$ cat config.mk
export PLATFORM = sky130hd
export DESIGN_NAME = result_bcd_converter
export DESIGN_NICKNAME = d
export VERILOG_FILES = /design/src/rtl/calc_pkg.sv /design/src/rtl/bcd_digit_adj.sv /design/src/rtl/result_bcd_converter.sv
export SDC_FILE = /design/constraint.sdc
export NUM_CORES = 1
export LEC_CHECK = 0
export ABC_AREA = 1
export CORE_AREA = 5 5 91 93
export DETAILED_ROUTE_END_ITERATION = 10
export DIE_AREA = 0 0 96 98
export DONT_BUFFER_PORTS = 1
export GPL_TIMING_DRIVEN = 0
export HOLD_SLACK_MARGIN = 0.1
export PLACE_DENSITY = 0.79
export REMOVE_ABC_BUFFERS = 1
export SYNTH_ARGS = -nofsm -noshare
export SYNTH_HDL_FRONTEND = slang
export SYNTH_SLANG_ARGS = --single-unit
$ cat constraint.sdc
create_clock -name clk -period 2.55 [get_ports clk]
set_input_delay 0.255 -clock clk [delete_from_list [all_inputs] [get_ports clk]]
set_output_delay 0.255 -clock clk [all_outputs]
set_load 0.03 [all_outputs]
$ cat src/rtl/calc_pkg.sv
// Shared constants and FSM encoding for the result-to-BCD display path.
package calc_pkg;

    localparam int unsigned RES_WIDTH   = 16;
    localparam int unsigned RES_DIGITS  = 5;
    localparam int unsigned DISP_MAX    = 9999;
    localparam int unsigned DISP_DIGITS = 4;

    typedef enum logic [1:0] {
        IDLE  = 2'd0,
        SHIFT = 2'd1,
        DONE  = 2'd2
    } state_t;

endpackage

$ cat src/rtl/bcd_digit_adj.sv
// Double-dabble correction for one BCD nibble: add 3 when the digit is 5 or more.
module bcd_digit_adj (
    input  logic [3:0] digit,
    output logic [3:0] adj_c
);

    always_comb begin
        adj_c = digit;
        if (digit >= 4'd5) begin
            adj_c = digit + 4'd3;
        end
    end

endmodule

$ cat src/rtl/result_bcd_converter.sv
// Sequential double-dabble converter turning a signed/unsigned ALU result into
// sign + BCD magnitude digits, with digit count and 4-digit overflow flags.
module result_bcd_converter
    import calc_pkg::*;
#(
    parameter int unsigned WIDTH  = RES_WIDTH,
    parameter int unsigned DIGITS = RES_DIGITS
) (
    input  logic                  clk,
    input  logic                  rst,
    input  logic                  start,
    input  logic                  is_signed,
    input  logic [WIDTH-1:0]      bin_in,
    output logic                  busy,
    output logic                  done,
    output logic                  sign,
    output logic [4*DIGITS-1:0]   bcd_out,
    output logic [2:0]            ndigits,
    output logic                  ovf4
);

    localparam int unsigned CNT_W = $clog2(WIDTH + 1);
    localparam int unsigned BCD_W = 4 * DIGITS;

    state_t               state_q, state_d;
    logic [CNT_W-1:0]     cnt_q, cnt_d;
    logic [WIDTH-1:0]     mag_q, mag_d;
    logic [BCD_W-1:0]     bcd_sr_q, bcd_sr_d;
    logic                 neg_q, neg_d;

    logic                 busy_d, done_d, sign_d, ovf4_d;
    logic [BCD_W-1:0]     bcd_out_d;
    logic [2:0]           ndigits_d;

    logic [BCD_W-1:0]     bcd_adj_c;
    logic                 neg_in_c;
    logic [2:0]           nd_c;
    logic                 ovf_c;

    for (genvar g = 0; g < DIGITS; g++) begin : g_adj
        bcd_digit_adj u_adj (
            .digit (bcd_sr_q[4*g +: 4]),
            .adj_c (bcd_adj_c[4*g +: 4])
        );
    end

    // Significant-digit count and overflow beyond the 4-digit display.
    always_comb begin
        nd_c  = 3'd1;
        ovf_c = 1'b0;
        for (int i = 0; i < int'(DIGITS); i++) begin
            if (bcd_sr_q[4*i +: 4] != 4'd0) begin
                nd_c = 3'(i + 1);
                if (i >= int'(DISP_DIGITS)) begin
                    ovf_c = 1'b1;
                end
            end
        end
    end

    assign neg_in_c = is_signed & bin_in[WIDTH-1];

    always_comb begin
        state_d   = state_q;
        cnt_d     = cnt_q;
        mag_d     = mag_q;
        bcd_sr_d  = bcd_sr_q;
        neg_d     = neg_q;
        busy_d    = busy;
        done_d    = 1'b0;
        sign_d    = sign;
        bcd_out_d = bcd_out;
        ndigits_d = ndigits;
        ovf4_d    = ovf4;

        case (state_q)
            IDLE: begin
                if (start) begin
                    state_d  = SHIFT;
                    cnt_d    = '0;
                    bcd_sr_d = '0;
                    neg_d    = neg_in_c;
                    mag_d    = neg_in_c ? (~bin_in) + WIDTH'(1) : bin_in;
                    busy_d   = 1'b1;
                end
            end
            SHIFT: begin
                if (cnt_q == CNT_W'(WIDTH)) begin
                    state_d   = DONE;
                    done_d    = 1'b1;
                    bcd_out_d = bcd_sr_q;
                    sign_d    = neg_q & (bcd_sr_q != '0);
                    ndigits_d = nd_c;
                    ovf4_d    = ovf_c;
                end else begin
                    bcd_sr_d = {bcd_adj_c[BCD_W-2:0], mag_q[WIDTH-1]};
                    mag_d    = {mag_q[WIDTH-2:0], 1'b0};
                    cnt_d    = cnt_q + CNT_W'(1);
                end
            end
            DONE: begin
                state_d = IDLE;
                busy_d  = 1'b0;
            end
            default: begin
                state_d = IDLE;
                busy_d  = 1'b0;
            end
        endcase
    end

    always_ff @(posedge clk or posedge rst) begin
        if (rst) begin
            state_q  <= IDLE;
            cnt_q    <= '0;
            mag_q    <= '0;
            bcd_sr_q <= '0;
            neg_q    <= 1'b0;
            busy     <= 1'b0;
            done     <= 1'b0;
            sign     <= 1'b0;
            bcd_out  <= '0;
            ndigits  <= 3'd1;
            ovf4     <= 1'b0;
        end else begin
            state_q  <= state_d;
            cnt_q    <= cnt_d;
            mag_q    <= mag_d;
            bcd_sr_q <= bcd_sr_d;
            neg_q    <= neg_d;
            busy     <= busy_d;
            done     <= done_d;
            sign     <= sign_d;
            bcd_out  <= bcd_out_d;
            ndigits  <= ndigits_d;
            ovf4     <= ovf4_d;
        end
    end

endmodule

==> images/zoom.png <==
Scale bar: 5 um. Region (38, 59) to (58, 79) um. Cells in gray, sequential cells in the stronger gray; small squares are vias.
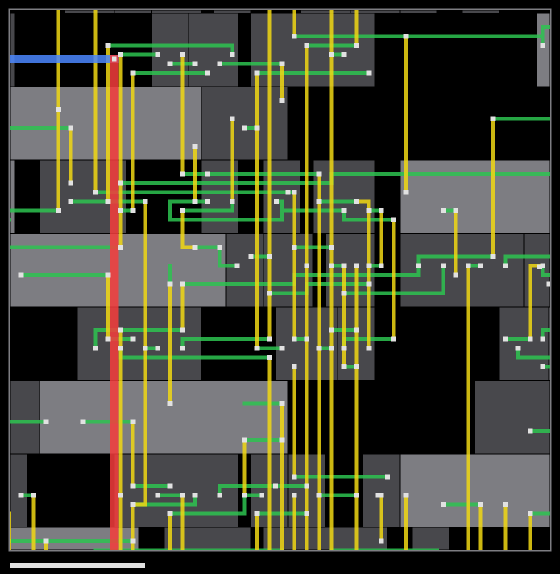
[met4] red
[met1] green
[met2] yellow
[met3] blue
cells with their middle in the window: 27
netlist names of flops here include: bcd_sr_q (5)
most frequent: inv_1 (5), dfrtp_1 (5), o22ai_2 (3)
sequential cells in the window: 5

==> run summary <==
Synthesis and PnR results.

- The clock latency at the later pin of the worst-skew pair reads 360 ps.
- Summing all non-filler instances in the final layout gives an area of 0.004159 sq mm.
- The I/O pin total reads 47.
- The via count normalized by instance count reads 5.304.
- The post-route met1 wirelength reads 3376 um.
- The wire length of the first global-routing pass is 13,190 um.
- Registers take 0.001778 sq mm.
- The register share after synthesis reads 0.4546.
- The final weighted congestion in routability-driven placement is 0.8854.
- After synthesis, the share of cell area in mux cells is 0.
- Per the timing report, the achievable frequency comes out to 466.8 MHz.
- The initial antenna violation count came to 0.
- The final standard cell count with taps included and fillers excluded is 576.
- The number of H-tree levels reads 3.
- Per the OpenROAD floorplan log, the height of the die is 98 um.
- The number of max-slew violations in the final report reads 0.
- TritonCTS built the clock tree.
- The final period demand of the worst path is 2142 ps.
- Sorting the synthesized cells by area gives the leading types as sky130_fd_sc_hd__dfrtp_1 (45%), sky130_fd_sc_hd__nand2_1 (10%), sky130_fd_sc_hd__o21ai_0 (5.8%).
- The total number of vias is 3,055.
- The total clock network power reads 0.833 mW.
- The critical path data arrival time reads 2400 ps.
- The cell-internal power is 3.035 mW.
- The sink count of the clock tree reads 71.
- The count of multi-input gates reads 328.
- The run finished with clean final reports.
- The accumulated negative setup slack reads 0 ps.
- The filler cell count in the final layout is 699.
- The post-cts repair resize count is 0.
- The area after detailed placement reads 0.003945 sq mm.
- The worst setup path is launched from a flop.
- The final worst-path cycle share is 0.8401.
- The proportion of cell area occupied by multi-input gates reads 0.4386.
- Logged for this run, the post-placement worst setup slack is 405.3 ps.
- The total number of placement rows is 32.
- The post-route antenna net violation count reads 0.
- The design has 71 sequential cells.
- The most instantiated logic cell after routing reads sky130_fd_sc_hd__nand2_1.
- The clock-pin slew reported for the worst setup and hold paths after clock tree synthesis reads 70 ps.
- After synthesis, the chip area reported by Yosys is 0.003911 sq mm.
- The end point of the worst hold path is mag_q[11].
==> images/final_congestion.png <==
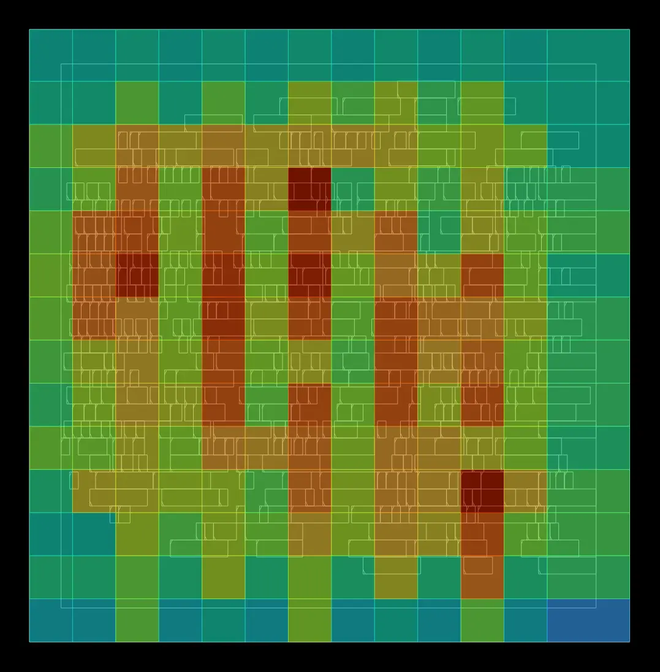
overall track demand over capacity in global routing: 0.1760
utilization after layout: 0.5585
met2 routing resource usage after global routing: 0.2905
global route hottest layer: met2

cells in the mapped netlist, drive strengths merged:
| master | count |
|---|---|
| o21bai | 1 |
| nor2 | 54 |
| ha | 14 |
| o22ai | 15 |
| o21a | 1 |
| nand3b | 2 |
| o31ai | 1 |
| nor3 | 1 |
| xor2 | 8 |
| o211ai | 2 |
| or2 | 4 |
| o21ai | 51 |
| clkinv | 1 |
| dfstp | 1 |
| nand2 | 109 |
| xnor2 | 2 |
| inv | 55 |
| dfrtp | 70 |
| clkbuf | 5 |
| and3 | 1 |
| a21oi | 21 |
| nand3 | 36 |
| a22oi | 1 |
| a31oi | 1 |
| buf | 10 |
| a2bb2oi | 1 |
| nand4 | 2 |
flip-flops by register name, indices dropped and copies added, names as in the netlist:
| register | count |
|---|---|
| sign | 1 |
| done | 1 |
| ovf4 | 1 |
| bcd_out | 20 |
| neg_q | 1 |
| state_q | 2 |
| ndigits | 3 |
| cnt_q | 5 |
| mag_q | 16 |
| bcd_sr_q | 20 |
| busy | 1 |
worst max-delay path, cell delays in order, from the launching register on:
cell,delay (ps)
sky130_fd_sc_hd__dfrtp_1,370
sky130_fd_sc_hd__inv_1,70
sky130_fd_sc_hd__ha_1,190
sky130_fd_sc_hd__nand2_1,80
sky130_fd_sc_hd__inv_2,60
sky130_fd_sc_hd__nand2_4,80
sky130_fd_sc_hd__nand2_8,140
sky130_fd_sc_hd__nand2_4,460
sky130_fd_sc_hd__inv_4,210
sky130_fd_sc_hd__a21oi_1,170
sky130_fd_sc_hd__o21ai_0,110
sky130_fd_sc_hd__o21ai_0,100
what timing repair did:
action,in CTS,in global routing
setup endpoints to repair,0,0
hold endpoints to repair,72,0
hold buffers,3,0
Power and IR drop assume default switching activity.
